<file path="src/rtl/router_3x1_4bit_merge.sv">
// router_3x1_4bit_merge: three per-source FIFOs merged round-robin onto one tagged valid/ready output
module router_3x1_4bit_merge #(
   parameter int DATA_W = 4,
   parameter int DEPTH  = 4
) (
   input  logic              clk,
   input  logic              rst,
   input  logic [DATA_W-1:0] in0,
   input  logic [DATA_W-1:0] in1,
   input  logic [DATA_W-1:0] in2,
   input  logic              valid_in0,
   input  logic              valid_in1,
   input  logic              valid_in2,
   output logic              ready0,
   output logic              ready1,
   output logic              ready2,
   output logic [DATA_W-1:0] data_out,
   output logic [1:0]        src_out,
   output logic              valid_out,
   input  logic              ready_in,
   output logic [2:0]        ovf
);
   localparam int AW = $clog2(DEPTH);
   localparam int CW = AW + 1;
   localparam logic [CW-1:0] FULL = CW'(DEPTH);

   logic [DATA_W-1:0] din [3];
   logic [DATA_W-1:0] mem [3][DEPTH];
   logic [AW-1:0]     wr_ptr [3];
   logic [AW-1:0]     rd_ptr [3];
   logic [CW-1:0]     cnt [3];
   logic [2:0]        vin, rdy, ne, push, pop;
   logic [1:0]        last_grant, grant, c1, c2;
   logic              any_ne, load;

   assign din[0] = in0;
   assign din[1] = in1;
   assign din[2] = in2;
   assign vin = {valid_in2, valid_in1, valid_in0};
   assign {ready2, ready1, ready0} = rdy;
   assign any_ne = |ne;
   assign load = (!valid_out || ready_in) && any_ne;

   for (genvar i = 0; i < 3; i++) begin : g_port
      assign rdy[i]  = !rst && (cnt[i] != FULL);
      assign ne[i]   = cnt[i] != '0;
      assign push[i] = vin[i] && rdy[i];
      assign pop[i]  = load && (grant == 2'(i));
   end

   // round-robin search starting just after the last granted source
   always_comb begin
      c1    = (last_grant == 2'd2) ? 2'd0 : last_grant + 2'd1;
      c2    = (c1 == 2'd2) ? 2'd0 : c1 + 2'd1;
      grant = ne[c1] ? c1 : ne[c2] ? c2 : last_grant;
   end

   // per-source FIFO storage, pointers, occupancy and sticky overflow
   always_ff @(posedge clk) begin
      for (int n = 0; n < 3; n++) begin
         if (rst) begin
            cnt[n]    <= '0;
            wr_ptr[n] <= '0;
            rd_ptr[n] <= '0;
            ovf[n]    <= 1'b0;
         end else begin
            if (push[n]) begin
               mem[n][wr_ptr[n]] <= din[n];
               wr_ptr[n]         <= wr_ptr[n] + AW'(1);
            end
            if (pop[n]) rd_ptr[n] <= rd_ptr[n] + AW'(1);
            cnt[n] <= cnt[n] + CW'(push[n]) - CW'(pop[n]);
            if (vin[n] && !rdy[n]) ovf[n] <= 1'b1;
         end
      end
   end

   // registered output stage: load the granted head whenever the slot is free or being taken
   always_ff @(posedge clk) begin
      if (rst) begin
         data_out   <= '0;
         src_out    <= 2'd0;
         valid_out  <= 1'b0;
         last_grant <= 2'd2;
      end else if (!valid_out || ready_in) begin
         valid_out <= any_ne;
         if (any_ne) begin
            data_out   <= mem[grant][rd_ptr[grant]];
            src_out    <= grant;
            last_grant <= grant;
         end
      end
   end
endmodule

</file>
<file path="config.mk">
export PLATFORM = sky130hd
export DESIGN_NAME = router_3x1_4bit_merge
export DESIGN_NICKNAME = d
export VERILOG_FILES = /design/src/rtl/router_3x1_4bit_merge.sv
export SDC_FILE = /design/constraint.sdc
export NUM_CORES = 1
export LEC_CHECK = 0
export CAP_MARGIN = 20
export CORE_MARGIN = 5
export CORE_UTILIZATION = 62
export CTS_CLUSTER_DIAMETER = 150
export DETAILED_ROUTE_END_ITERATION = 8
export PLACE_DENSITY = 0.84
export SLEW_MARGIN = 20
export SYNTH_ARGS = -nofsm -noshare
export SYNTH_HDL_FRONTEND = slang
export SYNTH_SLANG_ARGS = --single-unit
</file>
<file path="constraint.sdc">
create_clock -name clk -period 9.3 [get_ports clk]
set_clock_uncertainty 0.15 [all_clocks]
set_input_delay 2.325 -clock clk [delete_from_list [all_inputs] [get_ports clk]]
set_output_delay 2.325 -clock clk [all_outputs]
set_load 0.01 [all_outputs]
</file>
==> images/class_map.png <==
The bar under the picture is 20 um long.
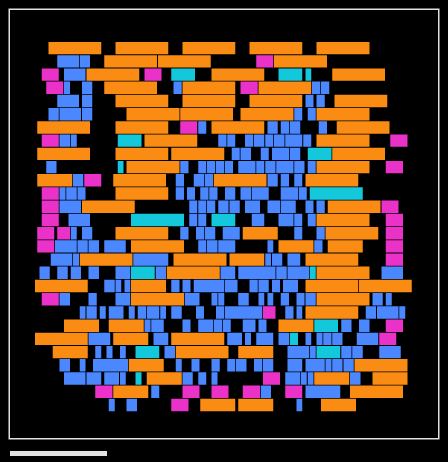
blue -> remaining logic cells  # cells 224, share of their area 35%
orange -> registers  # cells 80, share of their area 52%
cyan -> clock drivers and dummy loads  # cells 16, share of their area 4.8%
magenta -> remaining buffers and delay cells  # cells 32, share of their area 7.5%

==> images/floorplan.png <==
Pins as bars on the die edge. Tap cells in gray.
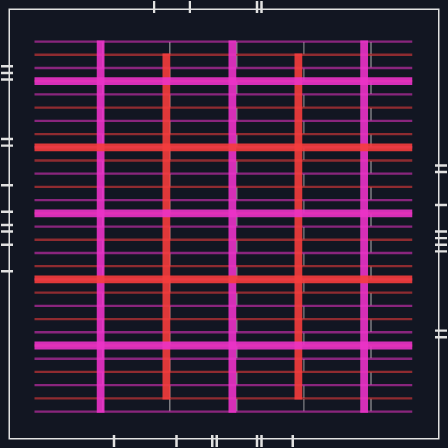
red -> VDD
magenta -> VSS
met4 straps = 5
rows = 28
Die W: 88.10 um
placeable core region: 0.005921 mm2

==> images/ff_map.png <==
Other sequential cells in the stronger gray, the rest of the logic in the fainter gray.
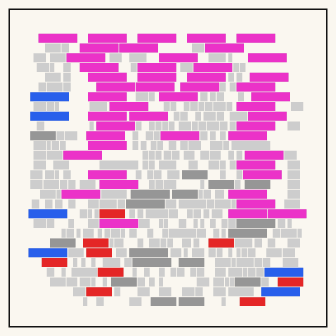
blue -> `wr_ptr`  # sequential cells 6
magenta -> `mem`  # sequential cells 48
red -> `cnt`  # sequential cells 9
power attributed to sequential cells: 0.492 mW
fin util: 72.82%
Sequential cell area: 0.002202 mm2
sequential portion of the cell area: 51.07%

stage by stage:
stage	setup slack, ns	cells	power (mW)	hold WS (ns)
after floorplan	3.972	323	0.9662	0.3550
after global placement	2.837	411	1.068	0.3173
after detailed placement	2.815	411	1.093	0.3127
after CTS	2.803	427	1.364	0.3433
after global routing	2.662	427	1.459	0.3723
final	2.836	427	1.364	0.3418
power by group through the flow:
stage                     Combinational (mW)  Sequential [mW]  Clock (mW)
after global routing                   0.677            0.498       0.283
after CTS                              0.604            0.491       0.269
after global placement                 0.572            0.497           0
after floorplan                        0.476            0.490           0
after detailed placement               0.595            0.498           0
final                                  0.606            0.492       0.265
kinds of logic after synthesis:
group / count (synthesis) / share of synthesized area [%]
flops: 80 / 58.24
fa+ha+maj: 20 / 7.214
xor+xnor: 10 / 2.317
mux: 8 / 2.118
simple gates: 95 / 14.23
compound gates: 73 / 11.91
buf+inv: 37 / 3.971
worst register-to-register path, delay by kind of cell (launching register included):
| family | cells | cell delay [ns] |
|---|---|---|
| adders and majority gates | 3 | 0.73 |
| and+or+nand+nor | 5 | 2.11 |
| buffers and inverters | 2 | 0.14 |
| xor gates and xnor gates | 2 | 0.32 |
| DFF | 1 | 0.37 |
layout make-up:
class | instances | area share (%)
timing repair buffer | 32 | 7.313
clock buffer | 12 | 3.134
tap | 75 | 2.176
inverter | 18 | 1.567
multi-input combinational | 206 | 33.14
sequential | 80 | 51.07
clock inverter | 4 | 1.596
worst paths after layout:
kind / start / to / slack [ns]
min reg2reg: ovf[0]$_SDFFE_PP0P_ / ovf[0]$_SDFFE_PP0P_ / 0.34
max reg2reg: cnt[1][1]$_SDFF_PP0_ / cnt[2][2]$_SDFF_PP0_ / 5.38
max: rst / ready1 / 2.84
min: ovf[0]$_SDFFE_PP0P_ / ovf[0]$_SDFFE_PP0P_ / 0.34
per-layer routing:
layer / global-route usage, % / part of all wire [%]
met5: 0 / 0
met4: 8.242 / 2.0
met3: 5.362 / 6.9
met2: 34.66 / 49
met1: 27.04 / 43
synth_stat cells, drive strengths merged, types with 9 or more instances:
| master | count |
|---|---|
| nand3 | 19 |
| nor3 | 10 |
| edfxtp | 60 |
| dfxtp | 20 |
| o21ai | 19 |
| a31oi | 22 |
| ha | 17 |
| xnor2 | 9 |
| inv | 18 |
| clkbuf | 11 |
| a21oi | 24 |
| and3 | 18 |
| nor2 | 15 |
flip-flops by register name, summed over array words and instances, names as in the netlist:
name,count
ovf,3
src_out,2
valid_out,1
rd_ptr,6
mem,48
last_grant,1
data_out,4
cnt,9
wr_ptr,6
==> summary.txt <==
Summary of implementation figures.

Status
The run finished with clean final reports.

Logic synthesis
The number of enable-type register cells in the synthesized netlist is roughly 60. Each instance of the synthesized netlist takes up on average roughly 12 um2. The portion of the post-synthesis area used by sequential elements is 58.24%. After synthesis, the cell types taking the most area are sky130_fd_sc_hd__edfxtp_1, sky130_fd_sc_hd__dfxtp_1, sky130_fd_sc_hd__ha_1. The instance count of the mapped netlist is 323. The portion of synthesized cell area occupied by the leading cell type is 47.65%. The synthesized netlist occupies a cell area of between 0.003 and 0.004 mm2.

The synthesized netlist net count is between 300 and 400. During synthesis, Yosys emitted a total of 0 warnings. In the synthesis report, Yosys lists the chip area as approximately 0.0038 mm2. Counting flops with an async set or reset pin after synthesis yields a share of 0%. In the Yosys report the total cell count is ~320. After synthesis the netlist holds a flip-flop and latch count of around 80.

Min path
The worst hold path belongs to the class reg -> reg. Along the worst hold path, the cell count comes to 2.

Die
The number of placed I/O pins is 31. Once the floorplan was initialized, standard cells occupied between 60% and 70% of the core.

Final layout
After filler insertion, the fill cell instance count of the layout stands at around 430. Per the cell usage report, the commonest logic cells after layout are sky130_fd_sc_hd__edfxtp_1, sky130_fd_sc_hd__clkdlybuf4s50_1, sky130_fd_sc_hd__a21oi_1. Cells with a size suffix above 1 make up under 10% of the layout. The area of the multi-input gates is between 0.001 and 0.0015 mm2. The layout overhead on the synthesized area is 14.03%.

The library cell used most frequently in the layout, excluding fill and tap cells, is sky130_fd_sc_hd__edfxtp_1. The number of inserted diodes is 0. The finished layout cell area is about 0.0043 mm2.

Clocking
In this run the clock root is driven by a sky130_fd_sc_hd__clkbuf_8. The post-cts hold buffer count is 0. Clock latency on the worst-skew pair, taken at its later pin, is between 0.3 and 0.4 ns. Per the TritonCTS log, the buffer count is 9. The number of buffers inserted by post-CTS setup repair is 0. For reference, the clock transition at the flip-flops on the worst setup and hold paths is 0.07 ns.

The H-tree level count is 3. Clock tree synthesis found a total of 80 sinks.

Power and ir drop
Looking at the VDD voltage map, the peak drop is roughly 0.19 mV. The net switching component of the power is roughly 0.51 mW. The power density over the cells is between 300 and 400 mW/mm2.

The flow reports that sequential cells draw a little over a third of the design power. The switching portion of total power comes to a little under two fifths. The leakage power in the latest report is 1.606 nW.

Worst setup path
The script reports the combined buffer and inverter count of the critical path as 3. The kind of end point of the critical path is a primary output. Per STA, the highest per-stage delay on the worst path measures 0.63 ns. The critical-path maximum fanout is 36. The arrival time of data at the worst endpoint is listed as about 4 ns.

The startpoint-to-endpoint class of the critical path is in -> out. The critical-path cell with the highest stage delay is sky130_fd_sc_hd__clkdlybuf4s50_1. The cell sequence reported for the critical path is clkdlybuf4s50_1, buf_4, a21oi_1, clkdlybuf4s50_1. STA classifies the critical path startpoint as a primary input. The OpenROAD report gives the critical path a required time of 6.83 ns. The timing report shows the most common cell along the critical path to be sky130_fd_sc_hd__clkdlybuf4s50_1.

The critical path runs through a total of 4 cells. The kind of cell with the highest combined delay along the critical path is buffers and inverters. The count of cells along the worst register-to-register path is 12.

Route
The iteration count of the initial detailed-routing pass is 5. In the routed design, unresolved DRC markers number 0. Once detail routing completed, the nets flagged for antenna violations numbered 0.

In the post-route report, total wirelength is listed as between 7 and 8 mm. Dividing the detail-routed via count by the number of cells gives slightly above 6. The DRC violation total after the first TritonRoute iteration is roughly 220.

Placed design
The total cell area at the placement stage is about 0.0041 mm2. The congestion estimate from routability-driven global placement came to between 0.7 and 0.8. Detailed placement finished with a half-perimeter wire length of roughly 5.4 mm.

The placement report lists the number of port buffers as 30.

Final timing
Per the slew report, the remaining headroom to the max-slew limit stands at a little over half. The slew at the pin with the worst max-slew slack is between 0.6 and 0.7 ns. Timing would allow up to 0.1547 GHz. The routed design could run at a clock period as short as approximately 6.5 ns. Of the available clock period, the critical path in the final layout requires between 60 and 70%. In the final report, the number of endpoints failing setup comes to 0.

Job
The max-capacitance violation count is 0. The stage-log warning count is 35.

Global route
For this run, the total global-route usage over all layers was measured as a little over a fifth. The wire length of the first global-routing pass is 12.12 mm. The total congestion overflow after global routing is 0.
Power is estimated from default activity; no workload was simulated.
